==> config.mk <==
export PLATFORM = sky130hd
export DESIGN_NAME = xex_core_arbiter
export DESIGN_NICKNAME = d
export VERILOG_FILES = /design/src/rtl/xex_core_arbiter.sv
export SDC_FILE = /design/constraint.sdc
export NUM_CORES = 1
export LEC_CHECK = 0
export CAP_MARGIN = 40
export CORE_AREA = 2 2 402 404
export DETAILED_ROUTE_END_ITERATION = 8
export DIE_AREA = 0 0 404 406
export GPL_TIMING_DRIVEN = 0
export SKIP_CTS_REPAIR_TIMING = 1
export SLEW_MARGIN = 10
export SYNTH_ARGS = -nofsm -noshare
export SYNTH_HDL_FRONTEND = slang
export SYNTH_SLANG_ARGS = --single-unit
==> constraint.sdc <==
create_clock -name clk -period 15.2 [get_ports clk]
set_input_delay 1.52 -clock clk [delete_from_list [all_inputs] [get_ports clk]]
set_output_delay 1.52 -clock clk [all_outputs]
set_load 0.005 [all_outputs]
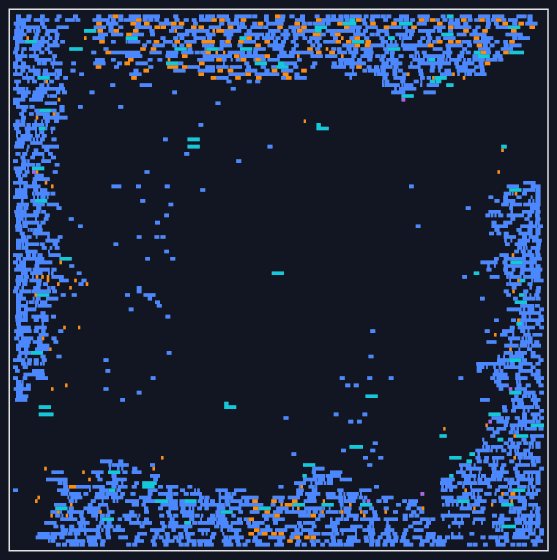
Fig. 1. Sizing map.
orange -> _2 cells  # cells 217
purple -> _3 and _4 cells  # cells 6
cyan -> _6 and larger  # cells 90
blue -> _0 and _1 cells  # cells 2323
Buffers excl. clock: 1153
final instance area: 0.03251 mm2
Syn-to-layout area delta: 86.05%
final setup margin: 10510 ps

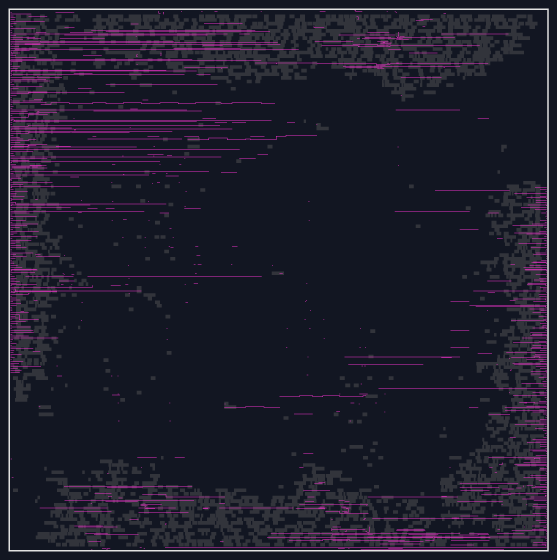
Fig. 2. Met3 routing.
wire length on this layer = 13300 um
main direction = horizontal
nets with wire on the layer = 576
share of all routed wire = 11%
longest straight run = 287 um
final wirelength: 125.6 mm
GR Util met3: 0.06402
routed vias: 16940

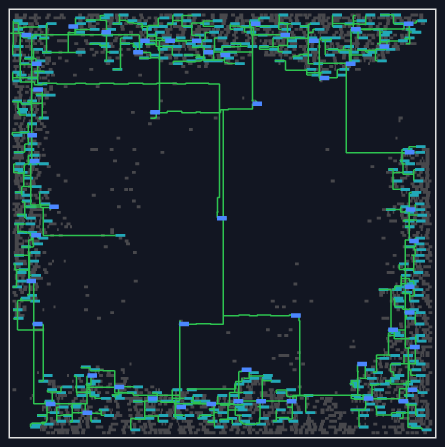
Fig. 3. Clock wires, drivers and flops.
blue -> clock drivers  # count 52
green -> clock wires  # length 7380 um
cyan -> flip-flops  # count 404
routed clock nets = 53
flops lie = widely spread
Clk. pwr: 0.00129 W
clk ins delay skew pair: 630 ps
clock network fraction of total power: 0.211
Setup Skew: 22.98 ps

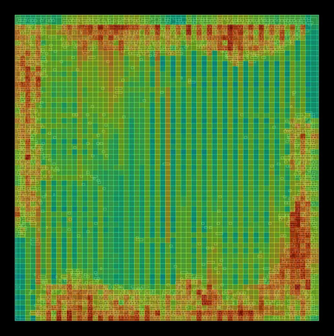
Fig. 4. Routing congestion.
met1 Use GR: 0.1761
Top Usage Layer GRT: met2
drt wl/cell: 26.49 um
Finished Core Util: 0.2036
Tot GR Track Use: 0.1464

==> metrics.yaml <==
run_status:
  outcome: "finished, final reports clean"
logic_synthesis:
  postSynthAreaPerCell_um2: 11.73
  ys_cells: 1489
  synth_cell_types: 35
  ys.flop_type: "dfrtp_1"
  synthSimpleGateAreaFrac: 0.06796
  ys_sh_adder: 0.004296
  async_flop_share: 1.000
  edf_count: 0
  area_leaders: "dfrtp_1 (58%), mux2i_1 (15%), mux2_2 (8.2%)"
  ys_ff: 404
  most_common_cell: "dfrtp_1"
  synth-area-yosys_mm2: 0.01747
  syn-num-nets: 2147
  common_cells: "dfrtp_1 (404), mux2i_1 (261), nand2_1 (141), nor2_1 (141), a21oi_1 (132)"
  yosys.area.top_type_share: 0.5786
  xor_area_frac: 0.002506
  synth_cells: 1489
  muxShareOfSynthArea: 0.2320
  aoi_share: 0.07999
  synth_warnings: 0
  syn_area_mm2: 0.01747
  synth_seq_share: 0.5786
setup_path:
  crit_chain: "buf_2 > buf_4 > buf_2 > buf_2 > nand2_1 > a21oi_1 > clkdlybuf4s50_1"
  path_buffers: 5
  reg2reg_depth: 8
  cp.arrival_ps: 3170
  critical-path-max-stage-delay_ps: 700
  startpoint_type: "register"
  cp_common_cell: "buf_2"
  rrSetupSlack_ps: 12450
  critPathCaptureType: "primary output"
  slowest_stage: "clkdlybuf4s50_1"
  crit_type: "register to primary output"
  critPathTopFamily: "buffers and inverters"
  cp_num_cells: 7
  worstPathRequired_ps: 13680
worst_hold_path:
  hp-class: "register to register"
sta:
  min_period_ps: 4687
  rsz0062_at_grt: "no"
  tightest_slew_ps: 835.8
  setup_tns_ps: 0
  slew_violations: 0
  whs_ps: 478.1
  period_used_share: 0.3083
  finalSetupViolations: 0
  max_freq_mhz: 213.4
  slew_headroom: 0.4428
floorplan:
  fp-row-count: 147
  coreArea_mm2: 0.1596
  dieArea_mm2: 0.1640
  dieHeight_um: 406
  boundaryPins: 1046
  fp-utilization: 0.1094
  die-width_um: 404
grt:
  first_global_vias: 17090
  grt_max_degree: 98
  grt_pass1_wl_mm: 161.1
  antenna_found_initial: 122
  grt_overflow: 0
detailed_routing:
  avgViaCountPerCell: 3.571
  drc_errors: 0
  drtIter0Drc: 1168
  ant_nets: 0
power_and_ir_drop:
  p_sw_w: 0.002143
  p_per_area_mw_per_mm2: 187.4
  p_seq_frac: 0.318
  internal-power_w: 0.003949
  max-vdd-ir-drop_v: 0.00008859
  leakagePower_nw: 13.55
  seq_power_w: 0.00194
  comb-power_w: 0.00287
  switching_share: 0.3518
  power.largest_group: "combinational logic"
  finalPower_w: 0.006092
  pwr-share-comb: 0.471
clock_tree:
  numCtsBuffers: 52
  root_buffer: "clkbuf_16"
  cts_tree: "yes"
  clkTransAtPathRegs_ps: 60
  clock_sinks: 404
  cts_buffer_depth: 3
  htreeDepth: 2
place:
  dp_hpwl_mm: 108.8
  post-place-ws_ps: 10650
  io_buffers: 1045
  gp_congestion: 0.9217
  dp_cells: 4626
  dpl_cell_area_mm2: 0.03072
layout:
  fin_cells: 4742
  final_layout_top_logic_cells: "clkdlybuf4s50_1 (1045), dfrtp_1 (404), mux2i_1 (261)"
  post_route_cells_drive_above_1_share: 0.1187
  fillers: 17470
  fin_nets: 3252
flow_run:
  maxCapViolations: 0
  openroad.warnings: 31
==> final cells by class <==
cell class | count | area (um2) | area share
sequential | 404 | 10110 | 0.3110
tap | 2086 | 2610 | 0.08029
clock inverter | 24 | 245.2 | 0.007544
inverter | 6 | 30.03 | 0.0009237
multi-input combinational | 977 | 6758 | 0.2079
clock buffer | 72 | 1498 | 0.04607
buffer | 102 | 583.1 | 0.01794
timing repair buffer | 1051 | 10630 | 0.3268
antenna | 20 | 50.05 | 0.001540
==> metal layers <==
layer	global-route usage	part of all wire	vias up
li1	-	-	7405
met1	0.1761	0.40	8277
met2	0.2344	0.46	887
met3	0.06402	0.11	285
met4	0.04451	0.032	82
met5	0	0.0042	-
Power and IR drop assume default switching activity.
